### Gate-type map

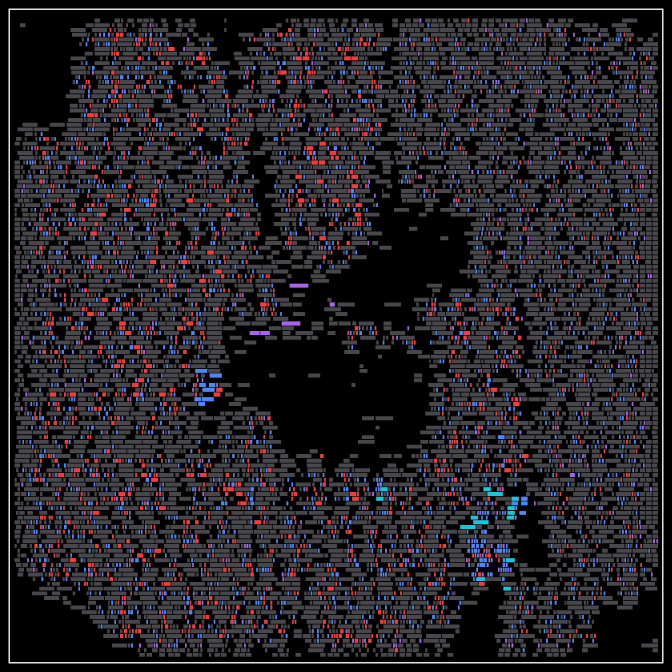
### Clock network drawn from the DEF

The bar under the picture is 100 um long.
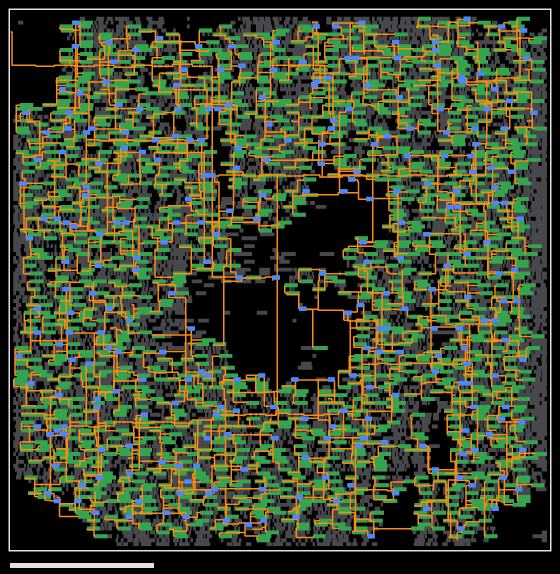
--- src/rtl/mapu_host.sv ---
// mapu_host -- host-side sequencer for a 4x4 matrix APU.
//
// The host fills an 8-row operand buffer (A rows 0-3 at addresses 0-3,
// B rows 0-3 at addresses 4-7) while the block is idle, then pulses
// i_start. The block streams the eight operand rows to the APU over a
// valid/ready handshake, collects four result rows back over a second
// valid/ready handshake, and pulses o_done. A result row that does not
// arrive within TIMEOUT idle cycles aborts the operation and raises a
// sticky o_err. No arithmetic happens here; rows pass through bit-exact.
//
// Ports
//   clk, reset_n          clock; asynchronous active-low reset
//   i_start, i_op         start pulse and operation (0 = ADD, 1 = MULT)
//   i_we, i_waddr, i_wdata  operand row write (honoured in IDLE only)
//   i_raddr, o_rdata      combinational result row read
//   o_busy, o_done, o_err status: busy level, done pulse, sticky timeout
//   o_en, o_op            APU enable and operation select
//   o_vld, i_rdy, o_r0-3  operand row stream toward the APU
//   i_vld, o_rdy, i_r0-3  result row stream from the APU
// Rows are packed with element 0 in the least significant DATA_WIDTH bits.

module mapu_host #(
    parameter int DATA_WIDTH = 32,
    parameter int TIMEOUT    = 256
) (
    input  logic                    clk,
    input  logic                    reset_n,
    input  logic                    i_start,
    input  logic                    i_op,
    input  logic                    i_we,
    input  logic [2:0]              i_waddr,
    input  logic [4*DATA_WIDTH-1:0] i_wdata,
    input  logic [1:0]              i_raddr,
    output logic [4*DATA_WIDTH-1:0] o_rdata,
    output logic                    o_busy,
    output logic                    o_done,
    output logic                    o_err,
    output logic                    o_en,
    output logic                    o_op,
    output logic                    o_vld,
    input  logic                    i_rdy,
    output logic [DATA_WIDTH-1:0]   o_r0,
    output logic [DATA_WIDTH-1:0]   o_r1,
    output logic [DATA_WIDTH-1:0]   o_r2,
    output logic [DATA_WIDTH-1:0]   o_r3,
    input  logic                    i_vld,
    output logic                    o_rdy,
    input  logic [DATA_WIDTH-1:0]   i_r0,
    input  logic [DATA_WIDTH-1:0]   i_r1,
    input  logic [DATA_WIDTH-1:0]   i_r2,
    input  logic [DATA_WIDTH-1:0]   i_r3
);

    localparam int RW = 4 * DATA_WIDTH;
    localparam int TW = $clog2(TIMEOUT + 1);

    typedef enum logic [1:0] {
        IDLE = 2'd0,
        SEND = 2'd1,
        RECV = 2'd2,
        DONE = 2'd3
    } state_t;

    state_t        state;
    state_t        next_state;

    logic [RW-1:0] opnd_mem [8];
    logic [RW-1:0] res_mem  [4];
    logic [2:0]    k;          // operand row being offered
    logic [1:0]    j;          // next result row slot
    logic [TW-1:0] tcnt;       // idle cycles since the last result row

    logic          start_acc;
    logic          xfer;
    logic          cap;
    logic          tmo_hit;
    logic [RW-1:0] snd_row;

    // ------------------------------------------------------------------
    // Next-state and control decode
    // ------------------------------------------------------------------
    always_comb begin
        // NOTE: every output of this block gets a default first, so no path
        // can leave one unassigned and infer a latch.
        next_state = state;
        o_busy     = 1'b0;
        o_en       = 1'b0;
        o_vld      = 1'b0;
        o_rdy      = 1'b0;
        o_done     = 1'b0;
        start_acc  = 1'b0;
        xfer       = 1'b0;
        cap        = 1'b0;
        tmo_hit    = 1'b0;

        unique case (state)
            IDLE: begin
                if (i_start) begin
                    start_acc  = 1'b1;
                    next_state = SEND;
                end
            end
            SEND: begin
                o_busy = 1'b1;
                o_en   = 1'b1;
                o_vld  = 1'b1;
                if (i_rdy) begin
                    xfer = 1'b1;
                    if (k == 3'd7) next_state = RECV;
                end
            end
            RECV: begin
                o_busy = 1'b1;
                o_en   = 1'b1;
                o_rdy  = 1'b1;
                if (i_vld) begin
                    cap = 1'b1;
                    if (j == 2'd3) next_state = DONE;
                end else if (tcnt >= TW'(TIMEOUT - 1)) begin
                    // This idle cycle brings the count to TIMEOUT, so the
                    // error lands exactly TIMEOUT cycles after the last row.
                    tmo_hit    = 1'b1;
                    next_state = IDLE;
                end
            end
            DONE: begin
                o_busy     = 1'b1;
                o_done     = 1'b1;
                next_state = IDLE;
            end
            default: next_state = IDLE;
        endcase
    end

    // ------------------------------------------------------------------
    // State register
    // ------------------------------------------------------------------
    always_ff @(posedge clk or negedge reset_n) begin
        // NOTE: sequential state uses non-blocking assignments so every
        // register samples pre-edge values regardless of statement order.
        if (!reset_n) state <= IDLE;
        else          state <= next_state;
    end

    // ------------------------------------------------------------------
    // Buffers, counters and registered outputs
    // ------------------------------------------------------------------
    always_ff @(posedge clk or negedge reset_n) begin
        if (!reset_n) begin
            // NOTE: both buffers are small register files that must read
            // back as zero after reset, so they are cleared here rather than
            // left to a RAM macro with undefined power-up contents.
            for (int i = 0; i < 8; i++) opnd_mem[i] <= '0;
            for (int i = 0; i < 4; i++) res_mem[i]  <= '0;
            k     <= '0;
            j     <= '0;
            tcnt  <= '0;
            o_op  <= 1'b0;
            o_err <= 1'b0;
        end else begin
            if (state == IDLE && i_we) opnd_mem[i_waddr] <= i_wdata;

            if (start_acc) begin
                o_op  <= i_op;
                o_err <= 1'b0;
                k     <= '0;
                j     <= '0;
                tcnt  <= '0;
            end

            if (xfer) k <= k + 3'd1;

            if (cap) begin
                res_mem[j] <= {i_r3, i_r2, i_r1, i_r0};
                j          <= j + 2'd1;
                tcnt       <= '0;
            end else if (state == RECV && tcnt != TW'(TIMEOUT)) begin
                tcnt <= tcnt + TW'(1);
            end

            if (tmo_hit) o_err <= 1'b1;
        end
    end

    // Operand row is only driven while offered, so the APU bus idles at 0.
    assign snd_row = o_vld ? opnd_mem[k] : '0;
    assign o_r0    = snd_row[0*DATA_WIDTH +: DATA_WIDTH];
    assign o_r1    = snd_row[1*DATA_WIDTH +: DATA_WIDTH];
    assign o_r2    = snd_row[2*DATA_WIDTH +: DATA_WIDTH];
    assign o_r3    = snd_row[3*DATA_WIDTH +: DATA_WIDTH];

    assign o_rdata = res_mem[i_raddr];

endmodule

--- config.mk ---
export PLATFORM = sky130hd
export DESIGN_NAME = mapu_host
export DESIGN_NICKNAME = d
export VERILOG_FILES = /design/src/rtl/mapu_host.sv
export SDC_FILE = /design/constraint.sdc
export NUM_CORES = 2
export LEC_CHECK = 0
export ABC_AREA = 1
export CORE_MARGIN = 2
export CORE_UTILIZATION = 50
export CTS_BUF_LIST = sky130_fd_sc_hd__clkbuf_8
export DETAILED_ROUTE_END_ITERATION = 16
export PLACE_DENSITY = 0.73
export SETUP_SLACK_MARGIN = 0.4
export SLEW_MARGIN = 15
export SYNTH_ARGS = -nofsm -noshare
export SYNTH_HDL_FRONTEND = slang
export SYNTH_SLANG_ARGS = --single-unit
--- constraint.sdc ---
create_clock -name clk -period 1.9 [get_ports clk]
set_input_delay 0.19 -clock clk [delete_from_list [all_inputs] [get_ports clk]]
set_output_delay 0.19 -clock clk [all_outputs]
set_load 0.01 [all_outputs]
==> results.toml <==
# implementation run metrics
[finish]
fin_nets = 9557
drive_above_1_share = 0.144
fillCellCount = 10700
lay_top_cells = "o21ai_0 (1,741), nand2_1 (1,682), dfrtp_1 (1,551)"
area_growth_syn_to_layout_pct = 30.4
layout_top_cell = "o21ai_0"

[worst_setup_path]
worstSetupPathType = "register to output port"
worstPathRequired_ps = 1710
end_kind = "output port"
start_kind = "register"
cp.arrival_ps = 2860
crit_fanout = 8

[final_timing]
hold_ws_ps = 81.8
fin_crit_sh = 1.60
timing.fmax_mhz = 328
drv_slew = 0
period_needed_ps = 3050
tightest_slew_ps = 573
report.final.setup_viol = 818
finalWorstSetupSlack_ps = -1150
rsz0062_at_grt = "true"
hold_viol = 0
slew_headroom = 0.618

[pwr]
ir_worst_vdd_v = 0.00106
p_leak_uw = 0.0420
power_density_nw_per_um2 = 1520

[global_routing]
overflow = 0
grt_max_degree = 86
grt_use_total = 0.295
first_global_vias = 60800
grt_first_pass_wirelength_um = 335000
antenna_found_initial = 10

[synth]
netlist_instances = 8356
synth_seq_share = 0.566
synthFlopType = "dfrtp_1"
async_flop_share = 1.00
fp_nets = 8638
ys.flops = 1554
synthesis.area_sq_um = 68700
ys_types = 26
synth.avg_cell_area_sq_um = 8.22
yosys-stat-area_sq_um = 68700
ys_cells = 8356
yosysWarnings = 0
edf_count = 0

[drt]
drtPass1Iterations = 7
wirelength_um = 216000
avgRoutedWirePerCell_um = 19.2
drc = 0
drtAntennaViolNets = 0
dr_total_vias = 63400
drt-initial-drc-count = 6760
vias_per_cell = 5.65

[place]
dp_hpwl_um = 129000
portBuffers = 530
gp_congestion = 0.848
place_ws_ps = -484

[job]
warning_count = 38
max_cap_violations = 0

[die]
fp_util = 0.505
rows = 135
die_h_um = 375
core_sq_um = 136000
die_x_um = 375
io_pins = 531
dieArea_sq_um = 140000

[outcome]
violations = "setup timing"
status = "finished, violations left"

[clocking]
cts_tree = "done"
clock_sinks = 1554
cts-root-buf = "clkbuf_8"
cts_buffer_depth = 4
path_clk_slew_ps = 60
numCtsBuffers = 280
htreeDepth = 5

[worst_hold_path]
hold_path_class = "input pin to register"
About 'Gate-type map':
- blue: nand cells (cells 1,872; most used nand2_1; where all over the die)
- cyan: fa/ha/maj cells (cells 14; most used ha_1; where lower right)
- purple: inv cells (cells 287; most used inv_1; where all over the die)
- red: nor cells (cells 1,427; most used nor2_1; where all over the die)

About 'Clock network drawn from the DEF':
- green: flip-flops (count 1,554)
- blue: clock drivers (count 280)
- orange: clock wires (length 20.7 mm)
- routed clock nets: 281
P_clk: 29,500 uW
clock network fraction of design power: 0.217
Latency at later pin: 970 ps
clock skew: 65.1 ps

-- worst max-delay path, cell delays in order, from the launching register on --
cell       delay (ps)
dfrtp_4           550
buf_8             170
buf_16            160
buf_12            160
clkbuf_16         180
nor2_1            120
o21ai_0           110
o21ai_1           100
nor2_1             70
nor2_2            140
buf_2             160
-- cell usage after synthesis (2+ instances only) --
master	n	area, sq um
buf_1	46	173
o21ai_1	116	581
o22ai_1	128	801
buf_2	99	495
o21ai_0	2321	11600
ha_1	14	175
buf_8	2	30.0
buf_6	50	563
xor2_1	2	17.5
nor3_1	2	10.0
dfrtp_1	1554	38900
nand2_1	1723	6470
inv_1	282	1060
buf_4	2	15.0
nor2_1	1425	5350
nand4_1	5	31.3
clkbuf_1	433	1630
nand3_1	144	721
-- stage by stage --
step	area [sq um]	instances	TNS [ps]	power [uW]	util
final	89500	11200	-218200	136000	0.658
after global routing	89500	11200	-375800	145000	0.658
after CTS	87600	11100	-271280	131000	0.644
after detailed placement	79300	10400	-80060	99300	0.583
after global placement	79300	10400	-62580	97400	0.583
after floorplan	70200	8356	0	81500	-
-- layout make-up --
cell class | count | area, sq um | share of cell area
diodes | 10 | 25.0 | 0.000280
clock buffers | 331 | 4560 | 0.0509
clock inverters | 117 | 541 | 0.00604
inverters | 284 | 1100 | 0.0123
multi-input cells | 5885 | 27300 | 0.305
flip-flops and latches | 1554 | 38900 | 0.434
well taps | 1781 | 2230 | 0.0249
repair buffers | 1267 | 14800 | 0.166
repair inverters | 3 | 62.6 | 0.000699
-- path summary, 6_finish.rpt --
kind	startpoint	endpoint	slack (ps)	cells past startpoint
worst max-delay path	k[1]	o_r3[0]	-1150	10
worst min-delay path	i_vld	tcnt[4]	80	4
worst max register to register	k[0]	state[1]	-310	10
worst min register to register	opnd_mem[121]	opnd_mem[121]	480	2
max in group asynchronous	reset_n	opnd_mem[782]	690	5
min in group asynchronous	reset_n	res_mem[245]	540	4
-- metal layers --
layer,routed length (um),global-route usage,share of wire
met1,91000,0.413,0.42
met2,99900,0.460,0.46
met3,17000,0.0491,0.079
met4,7960,0.118,0.037
met5,41,0,0.00019
-- report_power, final --
group,internal (uW),switching [uW],leakage [uW],total [uW]
clock,15900,13600,0.00297,29500
sequential,47100,8070,0.0199,55200
combinational,23000,28400,0.0191,51400
-- logic make-up after synthesis --
| group | share of synthesized area |
|---|---|
| mux | 0.000164 |
| xor+xnor | 0.000255 |
| buf+inv | 0.0579 |
| simple gates | 0.183 |
| flops | 0.566 |
| compound gates | 0.189 |
| fa+ha+maj | 0.00255 |
-- flip-flops by register name (all words and copies together) (netlist names) --
signal / flops
j: 2
k: 3
o_err: 1
o_op: 1
opnd_mem: 1024
res_mem: 512
state: 2
tcnt: 9
-- repair_timing --
item                        CTS  global route
pin swaps                    52           211
cloned                       16            33
hold endpoints to repair   2795             0
gates resized               428           609
setup endpoints to repair  1817          1817
setup buffers                16            41
hold buffers                240             0
Power and IR drop assume default switching activity.
